Figure 1. Sequential cells coloured by netlist name.
Scale bar: 20 um. Other sequential cells in the stronger grey, the rest of the logic in the fainter grey.
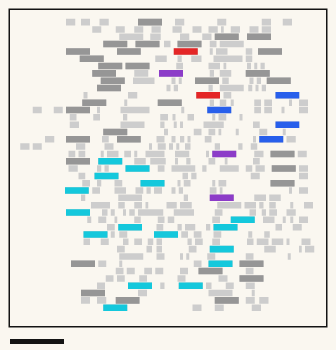
Figure 2. Metal 3.
Scale bar: 20 um.
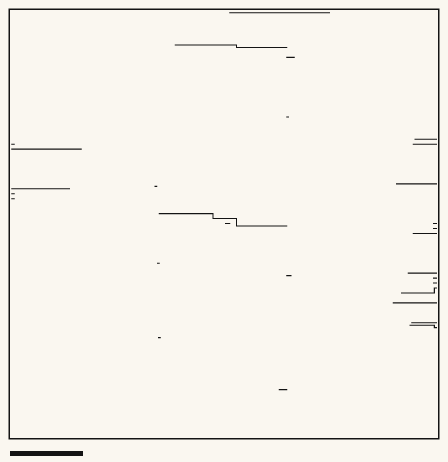
Figure 3. Cell placement.
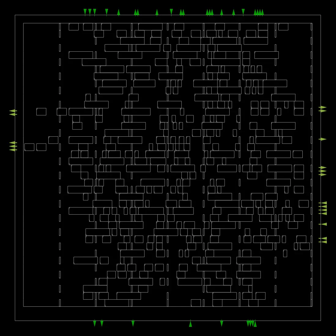
Figure 4. Cell classes on the final placement.
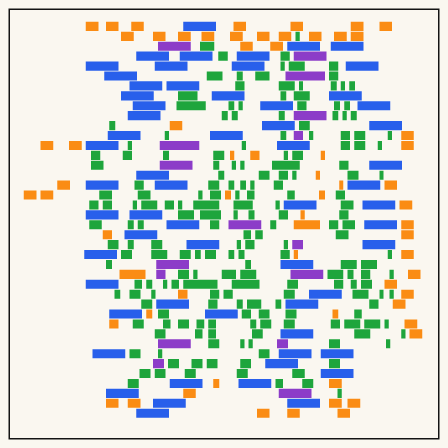
Figure 5. Cell area per tile.
The die is cut into 12 by 12 equal tiles; white is low, dark blue is high, 0 to 100% covered.
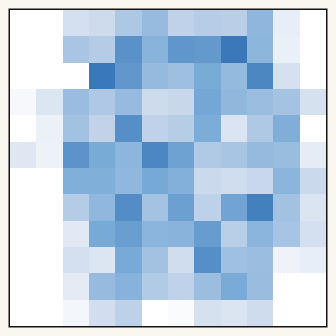
===== src/rtl/sonar_pkg.sv =====
// Shared definitions for the ultrasonic sensor scheduler.
// Holds the scheduler state encoding and the default parameter values
// that the scheduler and its testbench both reuse.
package sonar_pkg;

    typedef enum logic [2:0] {
        StIdle,
        StTrig,
        StWaitRise,
        StMeasure,
        StGap
    } sonar_state_t;

    localparam int unsigned DefNSens      = 4;
    localparam int unsigned DefCntW       = 16;
    localparam int unsigned DefTrigCyc    = 10;
    localparam int unsigned DefTimeoutCyc = 30000;
    localparam int unsigned DefGapCyc     = 600;
    localparam int unsigned DefThrShift   = 8;

endpackage


===== src/rtl/sonar_scheduler_echo_sync.sv =====
// echo_sync: parameterised N-bit two-flop synchronizer for the raw echo lines.
// Ports:
//   clk  - system clock
//   rst  - asynchronous active-high reset, clears both flop stages
//   din  - asynchronous input bits
//   dout - synchronized bits, two cycles after din
module echo_sync #(
    parameter int unsigned WIDTH = 4
) (
    input  logic             clk,
    input  logic             rst,
    input  logic [WIDTH-1:0] din,
    output logic [WIDTH-1:0] dout
);

    logic [WIDTH-1:0] meta_q;
    logic [WIDTH-1:0] sync_q;

    always_ff @(posedge clk or posedge rst) begin
        if (rst) begin
            meta_q <= '0;
            sync_q <= '0;
        end else begin
            meta_q <= din;
            sync_q <= meta_q;
        end
    end

    assign dout = sync_q;

endmodule


===== src/rtl/sonar_scheduler.sv =====
// sonar_scheduler: round-robin measurement controller for an ultrasonic sensor array.
// Fires one sensor at a time, times its echo pulse with a timeout, reports the
// distance and keeps sticky per-sensor obstacle / no-echo flags.
// Ports:
//   clk        - system clock
//   rst        - asynchronous active-high reset
//   ena        - run enable, only looked at while idle
//   thresh     - obstacle threshold, effective value is thresh << THR_SHIFT
//   echo       - raw asynchronous echo lines, one per sensor
//   trig       - registered trigger outputs, at most one bit high
//   sel        - sensor currently owned by the scheduler
//   dist_out   - last captured distance in cycles of echo high
//   dist_id    - sensor index belonging to dist_out
//   dist_valid - one-cycle pulse when dist_out / dist_id update
//   obstacle   - per-sensor obstacle flags, sticky until re-measured
//   fault      - per-sensor no-echo flags, sticky until re-measured
module sonar_scheduler
    import sonar_pkg::*;
#(
    parameter int unsigned N_SENS      = DefNSens,
    parameter int unsigned CNT_W       = DefCntW,
    parameter int unsigned TRIG_CYC    = DefTrigCyc,
    parameter int unsigned TIMEOUT_CYC = DefTimeoutCyc,
    parameter int unsigned GAP_CYC     = DefGapCyc,
    parameter int unsigned THR_SHIFT   = DefThrShift,
    // Derived from N_SENS; leave at its default.
    parameter int unsigned SEL_W       = $clog2(N_SENS)
) (
    input  logic              clk,
    input  logic              rst,
    input  logic              ena,
    input  logic [7:0]        thresh,
    input  logic [N_SENS-1:0] echo,
    output logic [N_SENS-1:0] trig,
    output logic [SEL_W-1:0]  sel,
    output logic [CNT_W-1:0]  dist_out,
    output logic [SEL_W-1:0]  dist_id,
    output logic              dist_valid,
    output logic [N_SENS-1:0] obstacle,
    output logic [N_SENS-1:0] fault
);

    localparam logic [CNT_W-1:0] TrigLast    = CNT_W'(TRIG_CYC - 1);
    localparam logic [CNT_W-1:0] TimeoutLast = CNT_W'(TIMEOUT_CYC - 1);
    localparam logic [CNT_W-1:0] TimeoutVal  = CNT_W'(TIMEOUT_CYC);
    localparam logic [CNT_W-1:0] GapLast     = CNT_W'(GAP_CYC - 1);
    localparam logic [SEL_W-1:0] SelLast     = SEL_W'(N_SENS - 1);

    sonar_state_t      state_q, state_d;
    logic [CNT_W-1:0]  cnt_q, cnt_d;
    logic [SEL_W-1:0]  sel_q, sel_d;
    logic [N_SENS-1:0] trig_q, trig_d;
    logic [CNT_W-1:0]  dist_q, dist_d;
    logic [SEL_W-1:0]  id_q, id_d;
    logic              valid_q, valid_d;
    logic [N_SENS-1:0] obs_q, obs_d;
    logic [N_SENS-1:0] fault_q, fault_d;

    logic [N_SENS-1:0] echo_s;
    logic              echo_cur;
    logic [CNT_W+7:0]  thr_ext;
    logic [CNT_W+7:0]  cnt_ext;
    logic              is_near;

    echo_sync #(
        .WIDTH (N_SENS)
    ) u_echo_sync (
        .clk  (clk),
        .rst  (rst),
        .din  (echo),
        .dout (echo_s)
    );

    assign echo_cur = echo_s[sel_q];

    // Compare at CNT_W+8 bits so the shifted threshold never truncates.
    assign thr_ext = {{CNT_W{1'b0}}, thresh} << THR_SHIFT;
    assign cnt_ext = {8'd0, cnt_q};
    assign is_near = (cnt_ext < thr_ext);

    always_comb begin
        state_d = state_q;
        cnt_d   = cnt_q + CNT_W'(1);
        sel_d   = sel_q;
        dist_d  = dist_q;
        id_d    = id_q;
        valid_d = 1'b0;
        obs_d   = obs_q;
        fault_d = fault_q;
        trig_d  = '0;

        case (state_q)
            StIdle: begin
                cnt_d = '0;
                if (ena) begin
                    state_d = StTrig;
                end
            end
            StTrig: begin
                if (cnt_q == TrigLast) begin
                    state_d = StWaitRise;
                end
            end
            StWaitRise: begin
                // Echo has priority, so a line already high on entry counts as a rise.
                if (echo_cur) begin
                    state_d = StMeasure;
                end else if (cnt_q >= TimeoutLast) begin
                    state_d        = StGap;
                    dist_d         = '1;
                    id_d           = sel_q;
                    valid_d        = 1'b1;
                    fault_d[sel_q] = 1'b1;
                    obs_d[sel_q]   = 1'b0;
                end
            end
            StMeasure: begin
                if (!echo_cur) begin
                    state_d        = StGap;
                    dist_d         = cnt_q;
                    id_d           = sel_q;
                    valid_d        = 1'b1;
                    fault_d[sel_q] = 1'b0;
                    obs_d[sel_q]   = is_near;
                end else if (cnt_q >= TimeoutLast) begin
                    // Echo still high as the count hits the limit: nothing in range.
                    state_d        = StGap;
                    dist_d         = TimeoutVal;
                    id_d           = sel_q;
                    valid_d        = 1'b1;
                    fault_d[sel_q] = 1'b0;
                    obs_d[sel_q]   = 1'b0;
                end
            end
            StGap: begin
                if (cnt_q == GapLast) begin
                    state_d = StIdle;
                    sel_d   = (sel_q == SelLast) ? '0 : sel_q + SEL_W'(1);
                end
            end
            default: begin
                state_d = StIdle;
            end
        endcase

        // The counter restarts on every state change; MEASURE starts at 1 because
        // the cycle that saw the rise already counts as echo-high time.
        if (state_d != state_q) begin
            cnt_d = (state_d == StMeasure) ? CNT_W'(1) : '0;
        end

        // sel never changes on the way into TRIG, so sel_q is the target sensor.
        if (state_d == StTrig) begin
            trig_d[sel_q] = 1'b1;
        end
    end

    always_ff @(posedge clk or posedge rst) begin
        if (rst) begin
            state_q <= StIdle;
            cnt_q   <= '0;
            sel_q   <= '0;
            trig_q  <= '0;
            dist_q  <= '0;
            id_q    <= '0;
            valid_q <= 1'b0;
            obs_q   <= '0;
            fault_q <= '0;
        end else begin
            state_q <= state_d;
            cnt_q   <= cnt_d;
            sel_q   <= sel_d;
            trig_q  <= trig_d;
            dist_q  <= dist_d;
            id_q    <= id_d;
            valid_q <= valid_d;
            obs_q   <= obs_d;
            fault_q <= fault_d;
        end
    end

    assign trig       = trig_q;
    assign sel        = sel_q;
    assign dist_out   = dist_q;
    assign dist_id    = id_q;
    assign dist_valid = valid_q;
    assign obstacle   = obs_q;
    assign fault      = fault_q;

endmodule


===== config.mk =====
export PLATFORM = sky130hd
export DESIGN_NAME = sonar_scheduler
export DESIGN_NICKNAME = d
export VERILOG_FILES = /design/src/rtl/sonar_pkg.sv /design/src/rtl/sonar_scheduler_echo_sync.sv /design/src/rtl/sonar_scheduler.sv
export SDC_FILE = /design/constraint.sdc
export NUM_CORES = 1
export LEC_CHECK = 0
export CAP_MARGIN = 20
export CELL_PAD_IN_SITES_DETAIL_PLACEMENT = 1
export CELL_PAD_IN_SITES_GLOBAL_PLACEMENT = 1
export CORE_MARGIN = 3
export CORE_UTILIZATION = 25
export DETAILED_ROUTE_END_ITERATION = 10
export GPL_TIMING_DRIVEN = 0
export HOLD_SLACK_MARGIN = 0.12
export PLACE_DENSITY = 0.51
export SYNTH_ARGS = -nofsm -noshare
export SYNTH_HDL_FRONTEND = slang
export SYNTH_SLANG_ARGS = --single-unit

===== constraint.sdc =====
create_clock -name clk -period 5.8 [get_ports clk]
set_input_delay 1.45 -clock clk [delete_from_list [all_inputs] [get_ports clk]]
set_output_delay 1.45 -clock clk [all_outputs]
set_load 0.01 [all_outputs]

==> impl_metrics.tcl <==
# yosys + openroad results
set metrics [dict create \
    status "completed" \
    powerComb_mw 0.415 \
    top_area_share_pct 48.4 \
    netlist_area_um2 3100 \
    whs_ns 0.354 \
    yosysWarnings 0 \
    numCtsBuffers 9 \
    clk_path_buf_depth 2 \
    post-route-cell-area_um2 4130 \
    grt_first_pass_wirelength_um 14300 \
    post_drt_via_cell_ratio 4.65 \
    synth-xor-area-share_pct 3.95 \
    fp.dieH_um 117 \
    endpoint "cnt_q[10]" \
    antenna_found_initial 0 \
    h-tree-depth 3 \
    p_leak_nw 1.78 \
    grt.met3_usage_pct 2.94 \
    crit_buf_inv 2 \
    clock-sinks 60 \
    ys_sh_adder_pct 5.24 \
    r2r_slack_ns 3.14 \
    post-synth-top-count-cell "dfrtp_1" \
    area_delta_synth_final_pct 33.3 \
    top_usage_layer "met2" \
    hold_end "u_echo_sync.dout[1]" \
    fp_nets 303 \
    drive_gt1_share_pct 17.9 \
    gp_congestion 0.720 \
    final_cells 508 \
    ys_sh_simple_pct 12.4 \
    holdCritStartpoint "u_echo_sync.meta_q[1]" \
    routed.top_layer "met4" \
    combAreaFraction_pct 34.4 \
    drv_slew 0 \
    worstPathArrival_ns 3.22 \
    layout.clock.cell_area_share_pct 7.90 \
    min_path_cells 0 \
    clk_latency_ns 0.34 \
    synth_seq_share_pct 48.4 \
]
Back to the opening pictures, Figure 1:
Key: blue = `obstacle` [flops 4]; red = `sel` [flops 2]; cyan = `cnt_q` [flops 16]; purple = `state_q` [flops 3]
Another 35 sequential cells are not coloured.

Back to the opening pictures, Figure 2:
The layer holds 2.6% of the routed length. The layer carries 220 um of wire.

Back to the opening pictures, Figure 3:
Filler cells: 1,332
Layout Utilization: 34.3%
seq_cells: 60
Core Area: 12,100 um2

Back to the opening pictures, Figure 4:
Key: green = combinational and other logic [cells 200, share of their area 38%]; orange = other buffers and delay cells [cells 64, share of their area 15%]; purple = clock drivers and dummy loads [cells 16, share of their area 8.3%]; blue = flops [cells 60, share of their area 38%]

Back to the opening pictures, Figure 5:
The emptiest ninth of the die: bottom left. The fullest tile reaches 71%. 20% of the tiles are nearly empty. The mean over all tiles is 28%.

